==> config.mk <==
export PLATFORM = sky130hd
export DESIGN_NAME = alu_wb_buffer
export DESIGN_NICKNAME = d
export VERILOG_FILES = /design/src/rtl/cv32e40p_pkg.sv /design/src/rtl/alu_wb_entry_fifo.sv /design/src/rtl/alu_wb_buffer.sv
export SDC_FILE = /design/constraint.sdc
export NUM_CORES = 1
export LEC_CHECK = 0
export ABC_AREA = 1
export ABC_CLOCK_PERIOD_IN_PS = 2400
export CAP_MARGIN = 20
export CORE_MARGIN = 3
export CORE_UTILIZATION = 47
export DETAILED_ROUTE_END_ITERATION = 16
export PLACE_DENSITY = 0.78
export SLEW_MARGIN = 5
export SYNTH_ARGS = -nofsm -noshare
export SYNTH_HDL_FRONTEND = slang
export SYNTH_SLANG_ARGS = --single-unit
==> constraint.sdc <==
create_clock -name clk -period 2.4 [get_ports clk]
set_clock_uncertainty 0.15 [all_clocks]
set_input_delay 0.48 -clock clk [delete_from_list [all_inputs] [get_ports clk]]
set_output_delay 0.48 -clock clk [all_outputs]
set_load 0.005 [all_outputs]
Figure 1. Power grid (run 1).
Bar = 20 um. Pins as bars on the die edge.
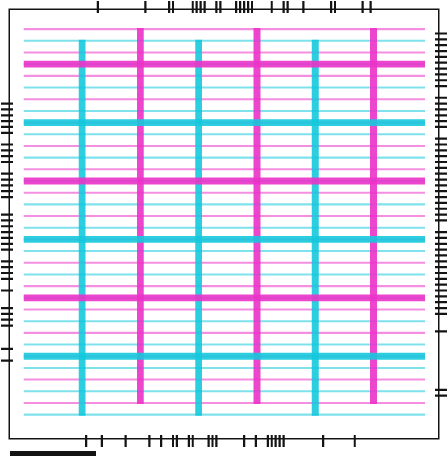
cyan -> VSS
magenta -> VDD
met5 straps = 6
met4 straps = 6
signal pins = 126
Worst VDD drop: 0.554 mV
die height: 99.7 um
core region area: 0.00838 sq mm
horizontal extent of the die: 99.7 um

Figure 2. Placement by cell class (run 1).
Bar = 20 um.
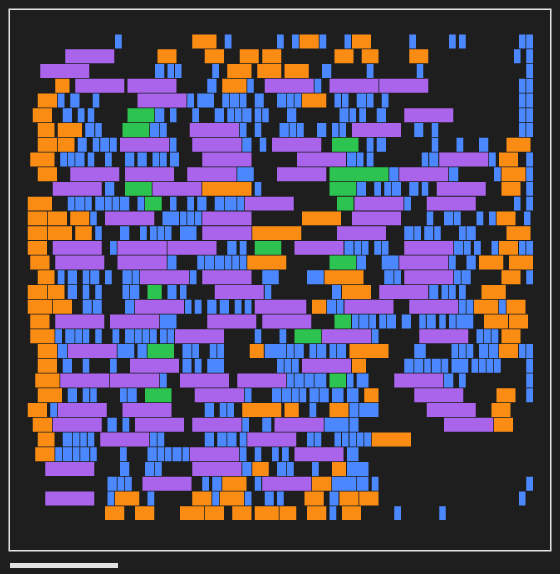
green -> clock drivers and dummy loads  # cells 16, share of their area 4.0%
purple -> sequential cells  # cells 84, share of their area 40%
blue -> combinational and other logic  # cells 403, share of their area 34%
orange -> remaining buffers and delay cells  # cells 102, share of their area 22%
share of the core filled with cells in the final layout: 64.2%
number of cell rows: 33
Seq/total area: 39.1%

Figure 3. Routed clock nets over the placement (run 1).
Bar = 20 um.
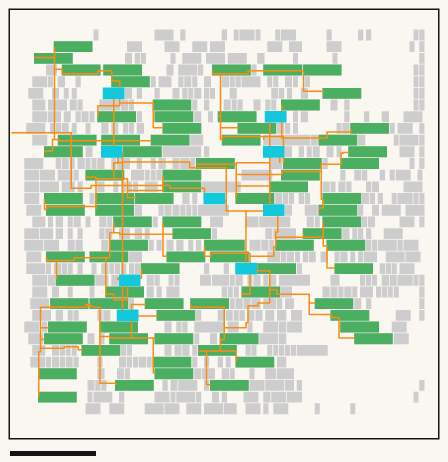
orange -> clock wires  # length 908 um
green -> flip-flops  # count 84
cyan -> clock drivers  # count 9
routed clock nets = 10
clock power share: 19.2%
clock group total power: 1.03 mW

==> flow report <==
GRT
--------------------------------------------------------------------------------------------------------
GRT overflow                                                                                           0
Pin count of the biggest net entering global routing                                                  79
Number of global-route vias before repair                                                          3,276
Number of antenna violations at the first check in global routing                                      0
Wire length of the first global-routing pass                                                   15,100 um
Overall routing resource usage                                                                     18.6%

DIE
--------------------------------------------------------------------------------------------------------
Boundary pin count                                                                                   126
Floorplan utilization                                                                              49.2%
Die Area                                                                                    0.00993 sq mm

WORST SETUP PATH
--------------------------------------------------------------------------------------------------------
Delay of the slowest cell on the worst path                                                      0.53 ns
Required time at the endpoint of the critical path                                               1.77 ns
Crit path arrival time                                                                           1.79 ns
Crit Path Class                                                                             flip-flop to output pin
Cell breakdown of the critical path                                                         buf_4, nand2_1, a21oi_1, clkdlybuf4s50_1
Library cell contributing the largest single delay on the critical path                     clkdlybuf4s50_1
Startpoint kind of the worst setup timing path                                                 flip-flop
Endpoint kind of the worst setup timing path                                                  output pin
Length in cells of the worst reg-to-reg path                                                          10
Register-to-Register Setup Slack                                                                 0.39 ns
Critical-path maximum fanout                                                                          13

STA
--------------------------------------------------------------------------------------------------------
Max Clk Rate                                                                                   0.413 GHz
Final Worst Setup Slack                                                                       -0.0209 ns
Setup Total Neg Slack                                                                         -0.0209 ns
Final critical-path required period                                                              2.42 ns
Worst slew pin tran                                                                             0.500 ns
Final-report setup violation count                                                                     1
Setup repair after global routing missed its margin                                                 true
Final Hold Viols                                                                                       0
Final cycle utilization of the critical path                                                        101%
Worst Hold Slack                                                                                0.340 ns
Headroom to the max-slew limit                                                                     66.7%
Fin. max-slew vios                                                                                     0

STATUS
--------------------------------------------------------------------------------------------------------
Violated checks                                                                             negative setup slack
Status                                                                                      finished with violations

ROUTING
--------------------------------------------------------------------------------------------------------
Per-cell routed wire length                                                                      13.1 um
WL met3                                                                                           666 um
Top sig layer                                                                                       met4
Total routed wire length on the met1 layer                                                       4170 um
Routed vias/inst                                                                                    4.99
Routed wire length on met2                                                                       4330 um
First-iteration detailed-routing DRC count                                                           187
Total via count in the routed design                                                               3,544
Number of remaining DRC errors                                                                         0
Post-Route WL                                                                                    9290 um
Residual antenna-violating net count after detailed routing                                            0
Number of iterations in the first detailed-routing pass                                                4

FINAL LAYOUT
--------------------------------------------------------------------------------------------------------
Number of flip-flops under the largest register name                                                  78
Fraction of final layout cells with drive strength greater than 1                                  8.93%
Final-layout fill cell count                                                                         711
Final nets                                                                                           646
Layout overhead on the synthesized area                                                            30.5%
Count of antenna diodes in the layout                                                                  0

YOSYS
--------------------------------------------------------------------------------------------------------
Number of distinct standard cells referenced by the synthesized netlist                               21
Warnings, synthesis                                                                                    0
Yosys cell count                                                                                     518
Fraction of post-synthesis cell area in the top cell type by area                                  51.0%
FF+latch count, synth                                                                                 84
Area leader, netlist                                                                             dfrtp_1
Yosys synthesis chip area                                                                   0.00412 sq mm
Cell area after synthesis                                                                   0.00412 sq mm
Instance tally after logic synthesis                                                                 518
Avg Inst Size Synth                                                                           7.96 sq um
Seq share, synth                                                                                   51.0%
Top area cell types                                                                         dfrtp_1, nand2_1, buf_4, o21ai_0, a21oi_1

POWER
--------------------------------------------------------------------------------------------------------
Post-route total power                                                                           5.38 mW
Power density cells                                                                          999 mW/mm^2
Leak pwr                                                                                         3.04 nW

CLOCK TREE
--------------------------------------------------------------------------------------------------------
Clock net sink count                                                                                  84
CTS tree                                                                                            done
Total CTS buffers                                                                                      9
Clock latency at the later pin of the worst-skew pair                                            0.34 ns
Clock H-tree levels                                                                                    3
Longest Clk Path Bufs                                                                                  2
Cell at the root of the clock tree                                                              clkbuf_8
Post-CTS clock slew at the launch and capture registers of the worst setup and hold paths        0.08 ns

HOLD PATH
--------------------------------------------------------------------------------------------------------
Classification of the worst-slack hold path                                                 flip-flop to flip-flop
Number of stages on the worst hold path                                                                2

PLACEMENT
--------------------------------------------------------------------------------------------------------
Count of input and output buffers                                                                     86
HPWL Detailed                                                                                    6040 um
Routability Congestion                                                                             0.822

JOB
--------------------------------------------------------------------------------------------------------
Max_cap viols                                                                                          0
Total tool warning count                                                                              29

==> run 1: cell families after synthesis <==
family,count (synthesis),share of synthesized area (%)
adders and majority gates,2,0.607
AOI/OAI and AO/OA,121,14.7
and+or+nand+nor,192,18.5
DFF,84,51.0
buffers and inverters,118,15.1
other,1,0.0910
==> run 1: worst max-delay path, delay by kind of cell (launching register included) <==
family,cells,cell delay [ns]
buf+inv,2,0.75
flops,1,0.44
compound gates,1,0.19
simple gates,1,0.08
==> run 1: final cells by class <==
type                    count  area [sq um]  share of cell area (%)
clock inverters             6          72.6                    1.35
multi-input cells         354          1590                    29.6
repair buffers            102          1150                    21.5
clock buffers              10           138                    2.56
well taps                 105           131                    2.44
flip-flops and latches     84          2100                    39.1
inverters                  49           189                    3.51
==> run 1: cell usage after synthesis, drive strengths merged <==
cell,n
nand2,169
dfrtp,84
o21ai,81
buf,51
inv,49
a21oi,40
clkbuf,18
nand3,11
nor2,8
nand4,3
ha,2
conb,1
or2,1
==> run 1: what timing repair did <==
item / 4_1_cts / 5_1_grt
pin swaps: 0 / 0
hold endpoints to repair: 38 / 0
gates resized: 13 / 43
cloned: 0 / 2
hold buffers: 1 / 0
buffers inserted: 1 / 0
endpoints found under the setup margin: 37 / 29
==> run 1: power by group <==
| group | total, mW | internal [mW] | leakage, nW | switching [mW] |
|---|---|---|---|---|
| registers | 2.38 | 2.03 | 1.05 | 0.349 |
| logic | 1.97 | 0.960 | 1.89 | 1.01 |
| clock network | 1.03 | 0.518 | 0.103 | 0.514 |
| total | 5.38 | 3.51 | 3.04 | 1.87 |
==> run 1: stage by stage <==
step	instances	setup WS (ns)	cell area [sq um]	util, %
floorplan	556	0.500	4270	-
global placement	690	0.206	4980	59.4
detailed placement	690	0.148	4980	59.4
CTS	708	-0.0775	5210	62.1
global route	710	-0.0861	5380	64.2
finish	710	-0.0209	5380	64.2
==> run 1: cells in the final DEF, fill, tap and decap left out, types with 2 or more instances in the layout <==
cell type	count
buf_4	7
o21ai_0	57
clkinv_4	4
nand3_1	10
conb_1	39
nor2_4	2
nor2_1	6
dfrtp_1	83
o21ai_1	24
ha_1	2
inv_1	47
clkbuf_8	10
clkbuf_16	2
a21oi_1	29
dlygate4sd2_1	9
dlymetal6s2s_1	27
clkdlybuf4s50_1	49
a21oi_2	11
nand4_1	3
nand2_1	165
nand2_2	4
buf_12	6
==> run 1: layer usage <==
layer | vias up | track usage (%)
met4 | 0 | 6.30
met3 | 12 | 3.30
li1 | 1718 | -
met1 | 1667 | 26.0
met2 | 147 | 29.4
met5 | - | 0
Power is estimated from default activity; no workload was simulated.
